Design medidor_clock, sky130hd; sources not shown.
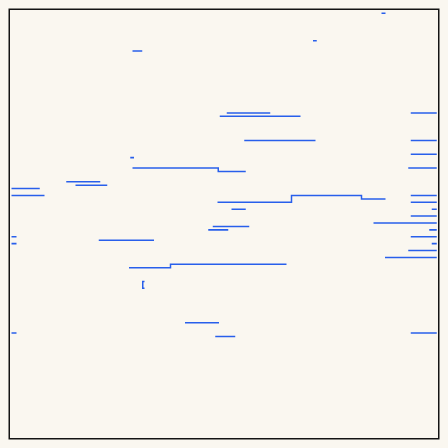
**Above:** the metal 3 layer.
The layer holds 4.7% of the routed length. The wires run mostly horizontal. The layer carries 265 µm of wire.
Routed WL: 5600 µm
total vias in the final route: 2081
routing usage on met3: 4.61%

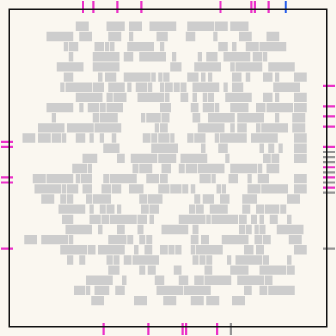
**Above:** pin map.
Pins as bars across the die edge, other pins in grey.
Blue stands for clock_in, pins 1, direction input, edge north. Magenta stands for periodo, pins 26, direction output, edge 8 east, 8 north, 5 west, 5 south.
All pins by edge: 15 east, 9 north, 6 south, 5 west.
# port buffers: 34
Horiz. Die Dim: 84.6 µm
Die Y: 84.6 µm

==> metrics.cfg <==
[run_status]
status=completed

[finish]
area_growth_pct=24.1
nets=321
final_util_pct=51.5
largest_class=registers
seq_share_pct=39.8
nonClkBufAreaFrac_pct=14.1
final_common_cell=dfxtp_1
diodes=0
final_cell_area_mm2=0.00307
nFillCells=599
comb_area_share_pct=36.9
num-multi-input-gates=187
flops=61
flop_area_mm2=0.00122
num-nonclk-buffers=48

[place]
post-dp-hpwl_um=3920
dp_worst_setup_slack_ps=4390
dpl_cell_area_mm2=0.00291

[critical_path]
worst_ep_arrival_time_ps=1590
critPathLaunchType=flip-flop
reg2reg_setup_slack_ps=4720
crit_cells=3
cp-end-kind=primary output
ff2ff_path_depth=5
crit_buf_inv=2
critPathTopFamily=buffers and inverters
cpMaxStageDelayCell=clkdlybuf4s50_1
crit_chain=nor2b_1 > clkbuf_1 > clkdlybuf4s50_1

[yosys]
synth.logic.top_family=simple AND/OR/NAND/NOR gates
yosys_warnings=0
ys_area_mm2=0.00247
edf_count=0
numSynthFlops=61
ys_async_sr_fraction_pct=0
synthCells=269
synth-xor-area-share_pct=4.96
flop_cell=dfxtp_1
synthAoiAreaFrac_pct=16.4
avgSynthCellArea_um2=9.19
syn_area_mm2=0.00247
synth-seq-area-share_pct=49.4

[routing]
drtAntennaViolNets=0
drt-initial-drc-count=124
drc=0
viasPerCell=5.28
dr.pass1.iters=4

[pwr]
p_int_mw=0.461
comb_power_mw=0.0108
combPwrFrac_pct=1.8
p_per_area_mw_per_mm2=195
p_switching_mw=0.135
clock_power_share_pct=42.1
power_frac_seq_pct=56.1
p_total_mw=0.597
p_leak_nw=0.943
p_seq_mw=0.335
switching_share_pct=22.6

[global_route]
antenna_found_initial=0
grt_pass1_wl_um=9490
grt.overflow.total=0
grt_pass1_vias=1949

[sta]
rsz0062_at_grt=no
worst_slew_pin_slew_ps=613
finalHoldViolations=0
timing.fmax_ghz=0.373
finalCriticalPeriod_ps=2680
setup_viol=0
worst_slack_ps=4620
fin_skew_ps=4.26

[floorplan]
taps=75
chipArea_mm2=0.00716
core_mm2=0.00596
row_count=28
ios=35

[clock_tree]
cts_setup_buffers=0
cts.sinks=61
numCtsBuffers=9
clk_pin_slew_ps=70
clock_latency_ps=340
ctsResizeCount=0
clockBufferDepth=2
cts-root-buf=clkbuf_8
htree_levels=3
holdBufCountCts=0

[worst_hold_path]
hold_path_depth=1
hold_path_class=flip-flop to flip-flop

[run]
warning_count=27
maxCapViolCount=0

==> cells in the mapped netlist (6+ instances only) <==
master     n  area [µm²]
nand3_1    9        45.0
dfxtp_1   61        1220
nor3_1     6        30.0
nor2_1    45         169
xnor2_1   12         105
nor2b_1    7        43.8
a21oi_1   13        65.1
clkbuf_1   6        22.5
nor4_1     6        37.5
a311oi_1   7        61.3
or3_1      6        37.5
inv_1      7        26.3
a211oi_1  16         120
o21ai_0    8        40.0
nand2_1    8        30.0
nand4_1    6        37.5
==> per-layer routing <==
metal | wire [µm] | vias to the layer above | share of wire, % | GRT usage [%]
met4 | 104 | 0 | 1.9 | 7.77
li1 | - | 1062 | - | -
met3 | 264 | 11 | 4.7 | 4.61
met5 | 0 | - | 0 | 0
met2 | 2430 | 54 | 43 | 24.3
met1 | 2800 | 954 | 50 | 22.9
